--- src/rtl/seq_detect_jk.sv ---
// Parametrised Mealy pattern detector: KMP automaton in JK cells, overlap mode, registered match.
// Optional saturating match counter enabled by defining SEQ_DET_CNT_EN.

module seq_detect_jk_dff (
  input  logic clk,
  input  logic rst,
  input  logic i_d,
  output logic o_q
);
  logic r_q;

  always_ff @(posedge clk or posedge rst) begin
    if (rst) r_q <= 1'b0;
    else     r_q <= i_d;
  end

  assign o_q = r_q;
endmodule

module seq_detect_jk_jkff (
  input  logic clk,
  input  logic rst,
  input  logic i_j,
  input  logic i_k,
  output logic o_q
);
  logic w_d;
  logic w_q;

  // Characteristic equation Q+ = J~Q | ~KQ mapped onto a D cell.
  assign w_d = (i_j & ~w_q) | (~i_k & w_q);

  seq_detect_jk_dff u_dff (
    .clk (clk),
    .rst (rst),
    .i_d (w_d),
    .o_q (w_q)
  );

  assign o_q = w_q;
endmodule

module seq_detect_jk #(
  parameter int               PAT_W   = 4,
  parameter logic [PAT_W-1:0] PATTERN = 4'b1011,
  parameter int               CNT_W   = 8,
  localparam int              SW      = $clog2(PAT_W)
) (
  input  logic             clk,
  input  logic             rst,
  input  logic             en,
  input  logic             x,
  input  logic             ovl,
  input  logic             clr,
  output logic             y,
  output logic             y_q,
  output logic [SW-1:0]    state,
  output logic [CNT_W-1:0] match_cnt
);

  // Longest pattern prefix (shorter than PAT_W) that ends the string "prefix(s) then b".
  function automatic int f_next(input int s, input int b);
    logic [31:0] v_str;
    logic [31:0] v_pat;
    int          v_res;
    v_pat = 32'(PATTERN);
    v_str = ((v_pat >> (PAT_W - s)) << 1) | 32'(b);
    v_res = 0;
    for (int k = 1; k < PAT_W; k++) begin
      if (k <= s + 1 && ((v_str & ((32'd1 << k) - 32'd1)) == (v_pat >> (PAT_W - k))))
        v_res = k;
    end
    return v_res;
  endfunction

  function automatic int f_border();
    logic [31:0] v_pat;
    int          v_res;
    v_pat = 32'(PATTERN);
    v_res = 0;
    for (int k = 1; k < PAT_W; k++) begin
      if ((v_pat & ((32'd1 << k) - 32'd1)) == (v_pat >> (PAT_W - k)))
        v_res = k;
    end
    return v_res;
  endfunction

  localparam logic [SW-1:0] BORDER = SW'(f_border());
  localparam logic [SW-1:0] LAST   = SW'(PAT_W - 1);

  logic [SW-1:0] w_tbl0 [2**SW];
  logic [SW-1:0] w_tbl1 [2**SW];
  logic [SW-1:0] w_state;
  logic [SW-1:0] w_nxt;
  logic [SW-1:0] w_j;
  logic [SW-1:0] w_k;
  logic          w_match;
  logic          r_y_q;

  genvar gs;
  for (gs = 0; gs < 2**SW; gs++) begin : g_tbl
    if (gs < PAT_W) begin : g_v
      assign w_tbl0[gs] = SW'(f_next(gs, 0));
      assign w_tbl1[gs] = SW'(f_next(gs, 1));
    end else begin : g_pad
      assign w_tbl0[gs] = '0;
      assign w_tbl1[gs] = '0;
    end
  end

  assign w_match = en & (w_state == LAST) & (x == PATTERN[0]);

  always_comb begin
    w_nxt = w_state;
    if (en) begin
      if (w_match) w_nxt = ovl ? BORDER : '0;
      else         w_nxt = x ? w_tbl1[w_state] : w_tbl0[w_state];
    end
  end

  assign w_j = w_nxt & ~w_state;
  assign w_k = ~w_nxt & w_state;

  genvar gb;
  for (gb = 0; gb < SW; gb++) begin : g_st
    seq_detect_jk_jkff u_jk (
      .clk (clk),
      .rst (rst),
      .i_j (w_j[gb]),
      .i_k (w_k[gb]),
      .o_q (w_state[gb])
    );
  end

  always_ff @(posedge clk or posedge rst) begin
    if (rst) r_y_q <= 1'b0;
    else     r_y_q <= w_match;
  end

`ifdef SEQ_DET_CNT_EN
  logic [CNT_W-1:0] r_cnt;

  // Clear wins over a coincident match; the count sticks at all-ones.
  always_ff @(posedge clk or posedge rst) begin
    if (rst)                                       r_cnt <= '0;
    else if (clr)                                  r_cnt <= '0;
    else if (w_match && (r_cnt != {CNT_W{1'b1}}))  r_cnt <= r_cnt + CNT_W'(1);
  end

  assign match_cnt = r_cnt;
`else
  logic w_unused_clr;
  assign w_unused_clr = clr;
  assign match_cnt    = '0;
`endif

  assign y     = w_match;
  assign y_q   = r_y_q;
  assign state = w_state;

endmodule
--- config.mk ---
export PLATFORM = sky130hd
export DESIGN_NAME = seq_detect_jk
export DESIGN_NICKNAME = d
export VERILOG_FILES = /design/src/rtl/seq_detect_jk.sv
export SDC_FILE = /design/constraint.sdc
export NUM_CORES = 1
export LEC_CHECK = 0
export CELL_PAD_IN_SITES_DETAIL_PLACEMENT = 1
export CELL_PAD_IN_SITES_GLOBAL_PLACEMENT = 1
export CORE_AREA = 5 5 42 44
export CTS_CLUSTER_SIZE = 10
export DETAILED_ROUTE_END_ITERATION = 10
export DIE_AREA = 0 0 47 49
export GPL_TIMING_DRIVEN = 0
export PLACE_DENSITY = 0.65
export SYNTH_ARGS = -nofsm -noshare
export SYNTH_HDL_FRONTEND = slang
export SYNTH_SLANG_ARGS = --single-unit
--- constraint.sdc ---
create_clock -name clk -period 0.9 [get_ports clk]
set_clock_uncertainty 0.15 [all_clocks]
set_input_delay 0.18 -clock clk [delete_from_list [all_inputs] [get_ports clk]]
set_output_delay 0.18 -clock clk [all_outputs]
set_load 0.02 [all_outputs]
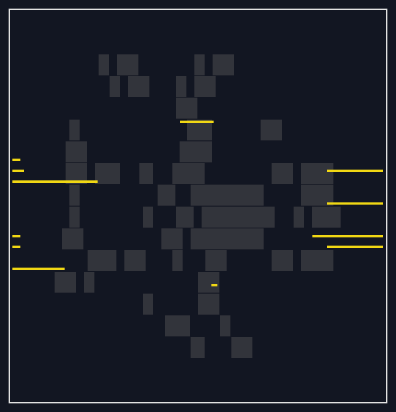
Figure 1: M3 wires.
(8 px per µm) Cells faint in the background.
main direction	horizontal
nets with wire on the layer	11
wire length on this layer	52.4 µm
share of all routed wire	9.2%
longest straight run	10.3 µm
WL final: 572 µm
global-route met3 utilization: 0.369%
detailed-route via count: 214

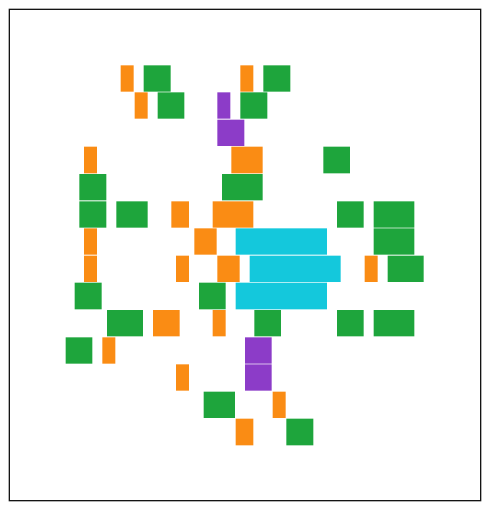
Figure 2: cell classes on the final placement.
(10 px per µm)
colour	class	cells
cyan	flip-flops	3
purple	clock drivers and dummy loads	4
orange	all other logic	19
green	other buffers and delay cells	22
Core ar.: 0.00140 mm²
Rows: 14
Core Util, Final: 28.8%
post-route cell area: 404 µm²
Seq area share: 18.6%

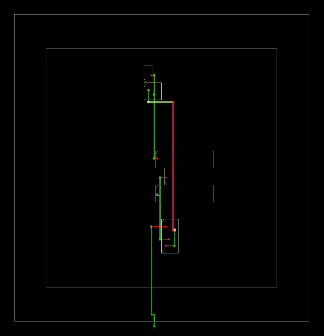
Figure 3: clock nets.
clock buffer count: 4
clk latency late pin: 0.23 ns
# clock sinks: 3

==> impl_metrics.env <==
# physical design summary
export IMPL_place_inst=56
export IMPL_comb_power_mw=0.199
export IMPL_dr_wl_met2_um=305
export IMPL_cp_num_buf_inv=1
export IMPL_ys_async_sr_fraction_pct=100
export IMPL_cts_root_buf="clkbuf_4"
export IMPL_period_minus_slack_ns=1.25
export IMPL_crit_family="flip-flops"
export IMPL_powerDensity_mw_per_mm2=1470
export IMPL_ys_flop_type="dfrtp_1"
export IMPL_synth_warnings=0
export IMPL_setup_slack_ns=-0.355
export IMPL_via_per_inst=3.34
export IMPL_dpl_instance_area_um2=345
export IMPL_drv_cap=0
export IMPL_clock_fmax_mhz=797
export IMPL_edf_count=0
export IMPL_rsz0062_at_grt="true"
export IMPL_netlist_instances=25
export IMPL_clk_path_buf_depth=2
export IMPL_nNetsFinal=55
export IMPL_synth_adder_area_share_pct=0
export IMPL_timing_hold_ws_ns=-0.0384
export IMPL_flop_count=3
export IMPL_crit_fanout=3
export IMPL_mostFrequentLayoutCells="buf_4, conb_1, buf_6"
export IMPL_first_global_vias=245
export IMPL_drv_slew=0
export IMPL_cts_resized=26
export IMPL_grt_max_degree=5
export IMPL_violations="negative hold slack, negative setup slack"
export IMPL_syn_area_um2=206
export IMPL_warnings=32
export IMPL_drt_iter0_drc=0
export IMPL_hold_violations=3
export IMPL_grtUsageMet1_pct=6.22
export IMPL_pre_cts_ws_ns=-0.976
export IMPL_worstHoldPathType="in -> async"
export IMPL_dr_max_layer_used="met4"
export IMPL_numPortBuffers=8
export IMPL_aoi_share_pct=12.7
export IMPL_avgSynthCellArea_um2=8.26
export IMPL_yosysMostFrequentCell="buf_4"
export IMPL_drive_above_1_share_pct=50.0
export IMPL_grt_busiest_layer="met2"
export IMPL_comb_power_share_pct=33.4
export IMPL_topCombFamilyByArea="buffers and inverters"
export IMPL_yosysTopAreaCell="buf_4"
export IMPL_fp_util_pct=14.7
export IMPL_num_tap_cells=16
export IMPL_p_sw_mw=0.177
export IMPL_clock_area_share_pct=6.50
export IMPL_max_stage_delay_ns=0.38
export IMPL_antenna_cells=0
export IMPL_path_depth=3
export IMPL_layout_top_cell="buf_4"
export IMPL_path_class="reg -> out"
export IMPL_met3_length_um=52
export IMPL_power_mw=0.595
export IMPL_final_setup_tns_ns=-1.74
export IMPL_regToRegSetupSlack_ns=-0.31
export IMPL_wl_met1_um=194
export IMPL_ys_cells=25
export IMPL_synth_area_mux_share_pct=0
export IMPL_powerClk_mw=0.239
export IMPL_topCellsByArea="buf_4, dfrtp_1, inv_1"
export IMPL_largestClassByArea="buffers"
export IMPL_status="complete, but fails checks"
export IMPL_p_seq_mw=0.158
export IMPL_intPower_mw=0.418
export IMPL_gp_congestion=0.569
export IMPL_grtUsageMet2_pct=8.60
export IMPL_worstSetupEndpointType="output port"
export IMPL_r2r_cells=5
export IMPL_ys_sh_xor_pct=0
export IMPL_setup_violations_final=6
export IMPL_power_share_clock_pct=40.1
export IMPL_ir_drop_v=0.000439
export IMPL_yosysTopAreaCellShare_pct=36.4
export IMPL_antenna_found_initial=0
export IMPL_multiInputCombCellCount=16
export IMPL_nNonClkInverters=3
export IMPL_grt_overflow=0
export IMPL_fillCellCount=183
export IMPL_cp_start_kind="register"
export IMPL_power_leakage_nw=0.222
export IMPL_path_cells="nand2_2 > nor2_4 > buf_6"
export IMPL_clkTransAtPathRegs_ns=0.04
export IMPL_combGateArea_um2=83.8
export IMPL_buf_share_pct=46.4
export IMPL_power_share_sequential_pct=26.5
export IMPL_io_pins=18
export IMPL_tritoncts="yes"
export IMPL_drc=0
export IMPL_slowest_stage="dfrtp_1"
export IMPL_drtAntennaViolNets=0
export IMPL_numSynthFlops=3
export IMPL_ys_area_um2=206
export IMPL_top_cells_by_count="buf_4, dfrtp_1, inv_1, nand2_1, o21ai_1"
export IMPL_dieHeight_um=49
export IMPL_dieArea_mm2=0.00230
export IMPL_worstPathRequired_ns=0.57
export IMPL_final_instance_count_excl_fill=64
export IMPL_htree_num_levels=1
export IMPL_maxPowerGroup="clock"
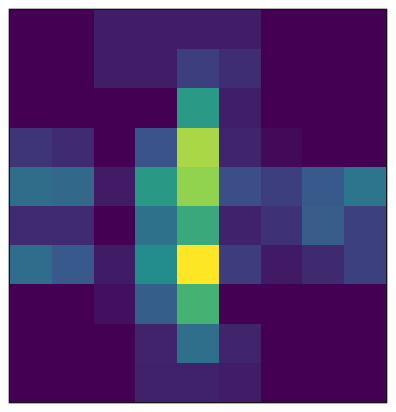
Figure 4: wiring heat map.
(8 px per µm) 9 x 10 tiles, from dark purple (low) to yellow (high), scaled to the fullest tile. Values are wire area over tile area, all layers added.
emptiest ninth of the die	top right
nearly empty tiles	43%
fullest tile	0.29
tiles over half the peak	7.8%
mean over tiles	0.042
routed wire length per instance: 8.94 µm
Total Routing Usage GR: 6.01%

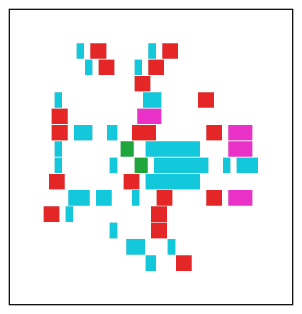
Figure 5: cells by drive strength.
(6 px per µm)
colour	size	cells
red	drive 3 to 4	18
magenta	drive 6 and up	4
cyan	drive 1 or less	24
green	drive 2	2
Worst Slack Setup Final: -0.355 ns
P&R area growth vs syn: 95.8%

